===== config.mk =====
export PLATFORM = sky130hd
export DESIGN_NAME = accumulate_group
export DESIGN_NICKNAME = d
export VERILOG_FILES = /design/src/rtl/acc_pkg.sv /design/src/rtl/acc_result_fifo.sv /design/src/rtl/accumulate_group.sv
export SDC_FILE = /design/constraint.sdc
export NUM_CORES = 1
export LEC_CHECK = 0
export CORE_MARGIN = 5
export CORE_UTILIZATION = 33
export DETAILED_ROUTE_END_ITERATION = 12
export DONT_BUFFER_PORTS = 1
export PLACE_DENSITY = 0.46
export SLEW_MARGIN = 20
export SYNTH_ARGS = -nofsm -noshare
export SYNTH_HDL_FRONTEND = slang
export SYNTH_SLANG_ARGS = --single-unit

===== constraint.sdc =====
create_clock -name clk -period 11.5 [get_ports clk]
set_clock_uncertainty 0.2 [all_clocks]
set_input_delay 2.3 -clock clk [delete_from_list [all_inputs] [get_ports clk]]
set_output_delay 2.3 -clock clk [all_outputs]
set_load 0.01 [all_outputs]

===== src/rtl/acc_pkg.sv =====
// Shared definitions for the grouped product accumulator.
//   - default widths, result record layout
//   - saturation bound helpers (valid for widths up to 64 bits)
//   - group length decode (0 or oversize request means "use the maximum")
package acc_pkg;

  localparam int unsigned DataWDef  = 32;
  localparam int unsigned AccWDef   = 32;
  localparam int unsigned MaxLenDef = 16;
  localparam int unsigned CntWDef   = $clog2(MaxLenDef + 1);

  // Result record as stored in the output buffer, at default widths.
  typedef struct packed {
    logic [AccWDef-1:0] sum;
    logic               ovf;
    logic [CntWDef-1:0] cnt;
  } acc_result_t;

  // Largest positive value of a w-bit signed number, zero-extended to 64 bits.
  function automatic logic [63:0] sat_max(int unsigned w);
    return (64'd1 << (w - 1)) - 64'd1;
  endfunction

  // Most negative w-bit signed value; only the low w bits are meaningful.
  function automatic logic [63:0] sat_min(int unsigned w);
    return 64'd1 << (w - 1);
  endfunction

  function automatic int unsigned len_decode(int unsigned cfg, int unsigned max_len);
    if (cfg == 0 || cfg > max_len) return max_len;
    return cfg;
  endfunction

endpackage


===== src/rtl/acc_result_fifo.sv =====
// Small synchronous first-word-fall-through FIFO holding finished group results.
//   clk_i   : clock
//   rst_i   : asynchronous active-high reset, empties the FIFO
//   push_i  : write data_i (ignored while full)
//   data_i  : entry to write
//   pop_i   : drop head entry (ignored while empty)
//   data_o  : head entry, valid while !empty_o
//   full_o  : registered full flag
//   empty_o : registered empty flag
module acc_result_fifo #(
  parameter int unsigned Width = 8,
  parameter int unsigned Depth = 2
) (
  input  logic             clk_i,
  input  logic             rst_i,
  input  logic             push_i,
  input  logic [Width-1:0] data_i,
  input  logic             pop_i,
  output logic [Width-1:0] data_o,
  output logic             full_o,
  output logic             empty_o
);

  localparam int unsigned AW = $clog2(Depth);

  logic [Width-1:0] mem_q [Depth];
  logic [AW-1:0]    wr_ptr_q, wr_ptr_d, rd_ptr_q, rd_ptr_d;
  logic             full_q, full_d, empty_q, empty_d;
  logic             push_ok, pop_ok;

  assign push_ok = push_i & ~full_q;
  assign pop_ok  = pop_i & ~empty_q;

  always_comb begin
    wr_ptr_d = push_ok ? wr_ptr_q + AW'(1) : wr_ptr_q;
    rd_ptr_d = pop_ok ? rd_ptr_q + AW'(1) : rd_ptr_q;
    full_d   = full_q;
    empty_d  = empty_q;
    unique case ({push_ok, pop_ok})
      2'b10: begin
        empty_d = 1'b0;
        full_d  = (wr_ptr_q + AW'(1)) == rd_ptr_q;
      end
      2'b01: begin
        full_d  = 1'b0;
        empty_d = (rd_ptr_q + AW'(1)) == wr_ptr_q;
      end
      default: ;
    endcase
  end

  always_ff @(posedge clk_i or posedge rst_i) begin
    if (rst_i) begin
      wr_ptr_q <= '0;
      rd_ptr_q <= '0;
      full_q   <= 1'b0;
      empty_q  <= 1'b1;
    end else begin
      wr_ptr_q <= wr_ptr_d;
      rd_ptr_q <= rd_ptr_d;
      full_q   <= full_d;
      empty_q  <= empty_d;
    end
  end

  // Storage needs no reset: entries are only visible behind empty_q.
  always_ff @(posedge clk_i) begin
    if (push_ok) mem_q[wr_ptr_q] <= data_i;
  end

  assign data_o  = mem_q[rd_ptr_q];
  assign full_o  = full_q;
  assign empty_o = empty_q;

endmodule


===== src/rtl/accumulate_group.sv =====
// Sums runtime-length groups of signed products with optional saturation and
// early flush, delivering {sum, ovf, cnt} through a small valid/ready buffer.
//   clk, rst              : clock, asynchronous active-high reset
//   len_cfg               : terms per group (0 or > MAX_LEN means MAX_LEN)
//   mult_valid/data/ready : product input handshake
//   flush                 : close the open group early
//   data_out/ovf_out/cnt_out/valid_out/ready_out : result handshake (FWFT)
module accumulate_group
  import acc_pkg::*;
#(
  parameter int unsigned DATA_W    = DataWDef,
  parameter int unsigned ACC_W     = AccWDef,
  parameter int unsigned MAX_LEN   = MaxLenDef,
  parameter bit          SATURATE  = 1'b1,
  parameter int unsigned OUT_DEPTH = 2,
  localparam int unsigned CNT_W    = $clog2(MAX_LEN + 1)
) (
  input  logic              clk,
  input  logic              rst,
  input  logic [CNT_W-1:0]  len_cfg,
  input  logic              mult_valid,
  input  logic [DATA_W-1:0] mult_data,
  output logic              mult_ready,
  input  logic              flush,
  output logic [ACC_W-1:0]  data_out,
  output logic              ovf_out,
  output logic [CNT_W-1:0]  cnt_out,
  output logic              valid_out,
  input  logic              ready_out
);

  typedef struct packed {
    logic [ACC_W-1:0] sum;
    logic             ovf;
    logic [CNT_W-1:0] cnt;
  } res_t;

  localparam logic [ACC_W-1:0] SatMax = ACC_W'(sat_max(ACC_W));
  localparam logic [ACC_W-1:0] SatMin = ACC_W'(sat_min(ACC_W));

  logic [ACC_W-1:0] sum_q, sum_d;
  logic             ovf_q, ovf_d;
  logic [CNT_W-1:0] cnt_q, cnt_d, len_q, len_d;

  logic             accept, flush_ok, push, full, empty;
  logic [CNT_W-1:0] len_eff, len_cur, cnt_inc;
  logic [ACC_W:0]   sum_wide;
  logic [ACC_W-1:0] sum_new;
  logic             ovf_now;
  res_t             push_data, head;

  assign mult_ready = ~full;
  assign accept     = mult_valid & ~full;
  assign flush_ok   = flush & ~full;

  always_comb begin
    len_eff = CNT_W'(len_decode(int'(len_cfg), MAX_LEN));
    // Length is latched on the first term, so only a fresh group sees len_cfg.
    len_cur = (cnt_q == '0) ? len_eff : len_q;
    cnt_inc = cnt_q + CNT_W'(1);

    // One guard bit: the true sum leaves the ACC_W range iff the top two bits differ.
    sum_wide = {sum_q[ACC_W-1], sum_q}
             + {{(ACC_W + 1 - DATA_W){mult_data[DATA_W-1]}}, mult_data};
    ovf_now  = sum_wide[ACC_W] ^ sum_wide[ACC_W-1];
    if (SATURATE && ovf_now) sum_new = sum_wide[ACC_W] ? SatMin : SatMax;
    else                     sum_new = sum_wide[ACC_W-1:0];

    push = (accept && (cnt_inc == len_cur || flush_ok))
        || (flush_ok && !accept && cnt_q != '0);

    if (accept) push_data = '{sum: sum_new, ovf: ovf_q | ovf_now, cnt: cnt_inc};
    else        push_data = '{sum: sum_q, ovf: ovf_q, cnt: cnt_q};

    sum_d = sum_q;
    ovf_d = ovf_q;
    cnt_d = cnt_q;
    len_d = (accept && cnt_q == '0) ? len_eff : len_q;
    if (push) begin
      sum_d = '0;
      ovf_d = 1'b0;
      cnt_d = '0;
    end else if (accept) begin
      sum_d = sum_new;
      ovf_d = ovf_q | ovf_now;
      cnt_d = cnt_inc;
    end
  end

  always_ff @(posedge clk or posedge rst) begin
    if (rst) begin
      sum_q <= '0;
      ovf_q <= 1'b0;
      cnt_q <= '0;
      len_q <= '0;
    end else begin
      sum_q <= sum_d;
      ovf_q <= ovf_d;
      cnt_q <= cnt_d;
      len_q <= len_d;
    end
  end

  acc_result_fifo #(
    .Width ($bits(res_t)),
    .Depth (OUT_DEPTH)
  ) u_fifo (
    .clk_i   (clk),
    .rst_i   (rst),
    .push_i  (push),
    .data_i  (push_data),
    .pop_i   (ready_out),
    .data_o  (head),
    .full_o  (full),
    .empty_o (empty)
  );

  // Mask the head so outputs read zero while nothing is buffered.
  assign valid_out = ~empty;
  assign data_out  = empty ? '0 : head.sum;
  assign ovf_out   = ~empty & head.ovf;
  assign cnt_out   = empty ? '0 : head.cnt;

endmodule


==> Slide: Implementation Results, run 1 <==
Physical Implementation Snapshot

Power
  – Switching Fraction: 42.44%
  – Leak Pwr: 3.423 nW
  – Power Density: 302.5 nW/um2
  – VDD IR-drop max: 0.09373 mV
  – Combinational power share: 48.1%
  – Sequential share of power: 31.5%
  – Design Power: 2.520 mW
  – Clk power: 0.515 mW

Yosys
  – Top cell area share: 30.63%
  – Post-synth ARST share: a little under two fifths
  – Yosys xor share: 4.468%
  – Yosys chip area: 7450 um2
  – Distinct lib cells used: between 60 and 70
  – Top logic family: AND-OR/OR-AND gates

Worst hold path
  – Hold Path Class: flop to flop

Detailed routing
  – Met3 Routed Length: around 950 um
  – Vias per cell: approximately 5.4
  – Starting DRT DRC Count: 349

Final layout
  – Most frequent cells in the layout: nor2_1, edfxtp_1, nand2_1
  – Largest Register: u_fifo.mem_q
  – ClkCell Share: 6.895%
  – Clkbuf count: 21
  – Comb area share: 45.34%
  – Layout cells sized above 1: approximately 8%
  – Final nets: 796
  – Ant. Diodes: 0

Setup path
  – R2R setup slack: 7430 ps
  – R2R Path End: u_fifo.mem_q[0][21]$_DFFE_PP_
  – Cell family with most CP delay: AND-OR/OR-AND gates
  – RR Startpoint: sum_q[0]$_DFFE_PP0P_
  – Crit start category: primary input
  – Critical path launch point: mult_data[0]
  – Crit-path max cell delay: 480 ps
  – CP endpoint: u_fifo.mem_q[0][21]$_DFFE_PP_
  – Critical path buffer and inverter count: 1

Placement
  – Routability cong.: 0.8648
  – Dpl hpwl: 14.99 mm

GRT
  – Met2 Resource Use GR: 22.49%
  – Number of global-route vias before repair: roughly 5400

STA
  – Max Clk Rate: 181.3 MHz
  – Final worst path period need: 5516 ps

Clocking
  – CTS Buf Count: 17
  – Setup Buffers After CTS: 0
  – CTS sink cnt: 123
  – Number of cells upsized or downsized after cts: 0

Status
  – Status: completed
run 1: metrics by stage:
stage / util [%] / cell area, um2
2_1_floorplan: - / 7450
3_3_place_gp: 34.38 / 7714
3_5_place_dp: 34.56 / 7754
4_1_cts: 37.12 / 8328
5_1_grt: 37.13 / 8329
6_report: 37.13 / 8329
run 1: cell usage after synthesis, types with 5 or more instances:
cell type  number
o21ai_0        38
and3_1          9
xnor2_1        24
and2_1         10
xor2_1         14
o21a_1         10
ha_1           36
mux2i_1        44
nand3_1         9
a211oi_1        7
nand2_1        72
a221o_1        11
nor2_1         79
nor2b_1        12
inv_1          18
buf_2           8
o211ai_1       23
edfxtp_1       76
clkbuf_1       21
o22a_1          6
o21bai_1        5
a21o_1         14
dfrtp_1        46
a21oi_1        52
Figure 1. Clock network drawn from the DEF (run 1).
The bar under the picture is 50 um long.
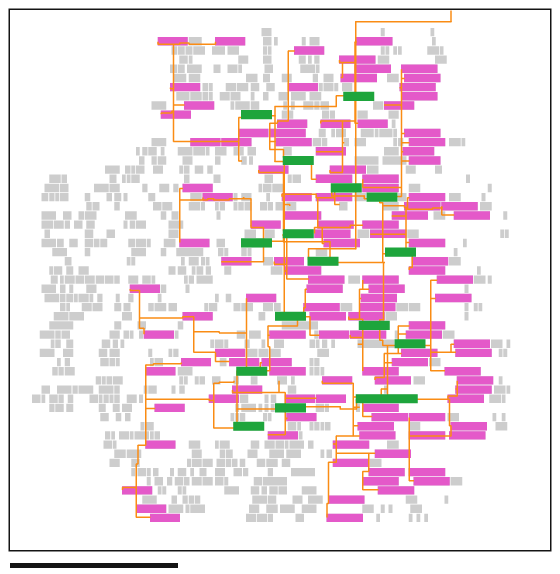
orange -> clock wires  # length 1620 um
green -> clock-net drivers  # count 17
magenta -> flip-flops  # count 123
routed clock nets = 18

Figure 2. Where the registers sit (run 1).
Other sequential cells in the stronger grey, the rest of the logic in the fainter grey.
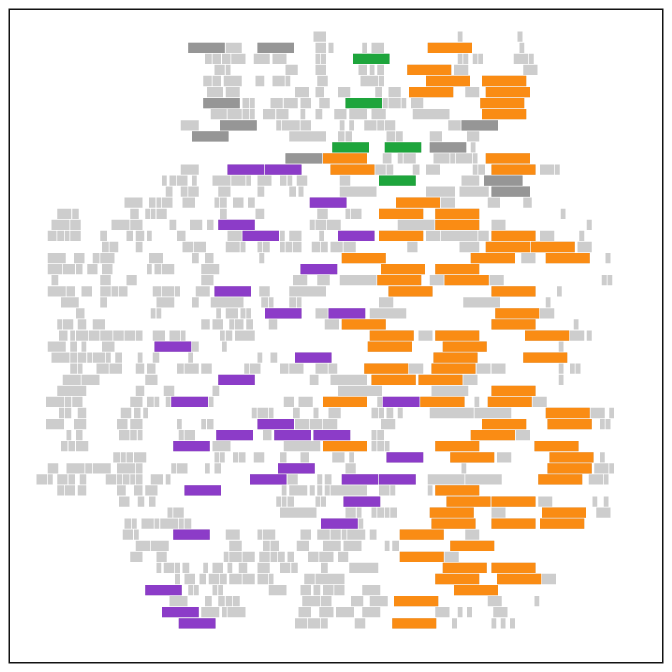
orange -> `u_fifo.mem_q`  # flops 76
green -> `cnt_q`  # flops 5, where top centre
purple -> `sum_q`  # flops 32
Register Area: 3461 um2
sequential power: 0.794 mW
Seq area share: 41.55%
final core utilization: 37.13%

Figure 3. Metal layers overlaid (run 1).
The bar under the picture is 50 um long.
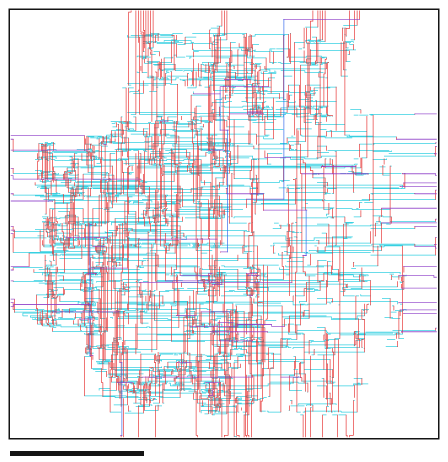
cyan -> M1  # wire length 10200 um
purple -> M3  # wire length 945 um
blue -> M4  # wire length 220 um
red -> M2  # wire length 8600 um
via count of the routed design: 5495
gr usage total: 15.64%
Avg WL per Cell: 19.66 um

Figure 4. I/O pins on the die edge (run 1).
Pins as bars across the die edge, other pins in grey.
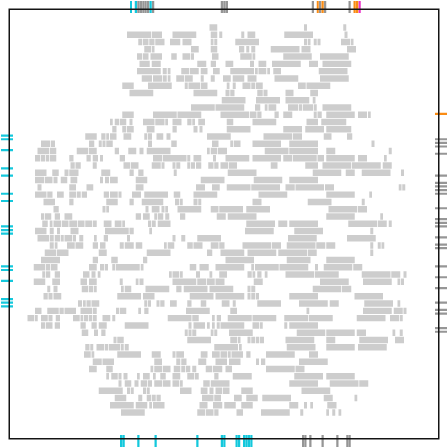
orange -> `cnt_out`  # pins 5, direction output, edge 4 top, 1 right
magenta -> `clk`  # pins 1, direction input, edge top
cyan -> `mult_data`  # pins 32, direction input, edge 16 left, 13 bottom, 3 top
chip height: 160.3 um
port bufs: 0
Die Span X: 160.3 um

--- run 2 (diff from run 1) ---
--- a/config.mk
+++ b/config.mk
@@ -9,7 +9,7 @@
 export CORE_UTILIZATION = 33
 export DETAILED_ROUTE_END_ITERATION = 12
 export DONT_BUFFER_PORTS = 1
-export PLACE_DENSITY = 0.46
+export PLACE_DENSITY = 0.47
 export SLEW_MARGIN = 20
 export SYNTH_ARGS = -nofsm -noshare
 export SYNTH_HDL_FRONTEND = slang
==> constraint.sdc (replaced) <==
create_clock -name clk -period 4.64 [get_ports clk]
set_clock_uncertainty 0.2 [all_clocks]
set_input_delay 0.928 -clock clk [delete_from_list [all_inputs] [get_ports clk]]
set_output_delay 0.928 -clock clk [all_outputs]
set_load 0.01 [all_outputs]
Figure 5. Congestion heat map (run 2).
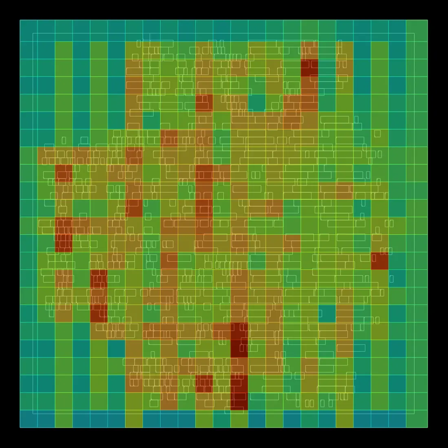
GR Layer Usage met3: 3.355%
met1 Use GR: 23.74%

==> run 2 against run 1 <==
  * Wire length grew 0.19%
  * Worst setup slack got worse by 5300 ps
  * Area after synthesis stayed put
  * Worst hold slack got worse by 5.1 ps
  * Synthesized cell count did not move
  * Core utilization rose by 0.20 points
  * Clock power rose by 150%
  * Global-route usage down 0.16 points
  * Final cell count up 0.59%
==> Slide: Implementation Results, run 2 <==
Physical Implementation Snapshot

Detailed routing
  – Starting DRT DRC Count: 403 (+15%)
  – Avg WL per Cell: 19.58 um (-0.40%)
  – Via count of the routed design: 5538 (+0.78%)

Status
  – Status: completed

Worst hold path
  – Hold Path Class: flop to flop

Clocking
  – CTS Buf Count: 17 (unchanged)
  – Setup Buffers After CTS: 0 (unchanged)
  – CTS sink cnt: 123 (unchanged)

Final layout
  – Most frequent cells in the layout: nor2_1, edfxtp_1, nand2_1
  – Layout cells sized above 1: 9.103% (+0.88 points)
  – Final core utilization: 37.32% (+0.20 points)

Setup path
  – Cell family with most CP delay: AND-OR/OR-AND gates
  – Critical path buffer and inverter count: 1 (unchanged)
  – Crit-path max cell delay: 430 ps (-50 ps)
  – RR Startpoint: sum_q[0]$_DFFE_PP0P_
  – R2R Path End: u_fifo.mem_q[1][31]$_DFFE_PP_
  – Crit start category: primary input

Power
  – Design Power: 6.295 mW (+150%)
  – Leak Pwr: 3.452 nW (+0.83%)
  – Sequential share of power: 31.9% (+0.4 points)
  – Combinational power share: 48.0% (about the same)
  – Switching Fraction: 42.67% (+0.23 points)

Die
  – Die Span X: 160.3 um (unchanged)

Yosys
  – Distinct lib cells used: 65 (unchanged)
  – Yosys chip area: 7450 um2 (unchanged)
  – Post-synth top cells: nor2_1, edfxtp_1, nand2_1
  – Top logic family: AND-OR/OR-AND gates

Placement
  – Dpl hpwl: 15.22 mm (+1.5%)
  – Port bufs: 0 (unchanged)

STA
  – Final worst path period need: 3977 ps
Figure 6. Clock network drawn from the DEF (run 2).
The bar under the picture is 50 um long.
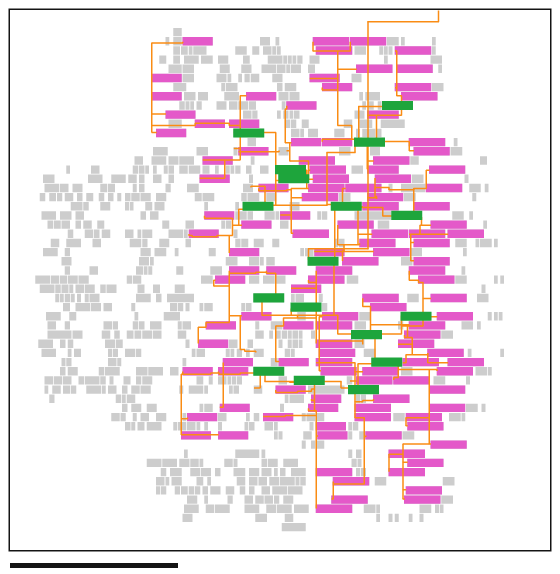
green -> clock-net drivers  # count 17
orange -> clock wires  # length 1520 um
magenta -> flip-flops  # count 123
routed clock nets = 18

[run 2: per-layer routing]
| metal | up-vias | wire length, um | share of wire [%] |
|---|---|---|---|
| met5 | - | 0 | 0 |
| met4 | 0 | 210 | 1.1 |
| met3 | 12 | 881 | 4.4 |
| met2 | 166 | 8600 | 43 |
| met1 | 2677 | 10300 | 52 |
| li1 | 2683 | - | - |
[run 2: cell type report]
class	instances	area share, %
Clock inverter	15	1.778
Sequential cell	123	41.33
Inverter	18	0.8069
Tap cell	285	4.259
Clock buffer	17	5.081
Multi-Input combinational cell	548	45.10
Timing Repair Buffer	15	1.644
[run 2: logic make-up after synthesis]
family          Yosys count
compound gates          208
xor+xnor                 38
fa+ha+maj                37
buf+inv                  53
flops                   123
mux                      50
simple gates            215
Power figures rest on the tool's default switching activity, not on a simulated workload.
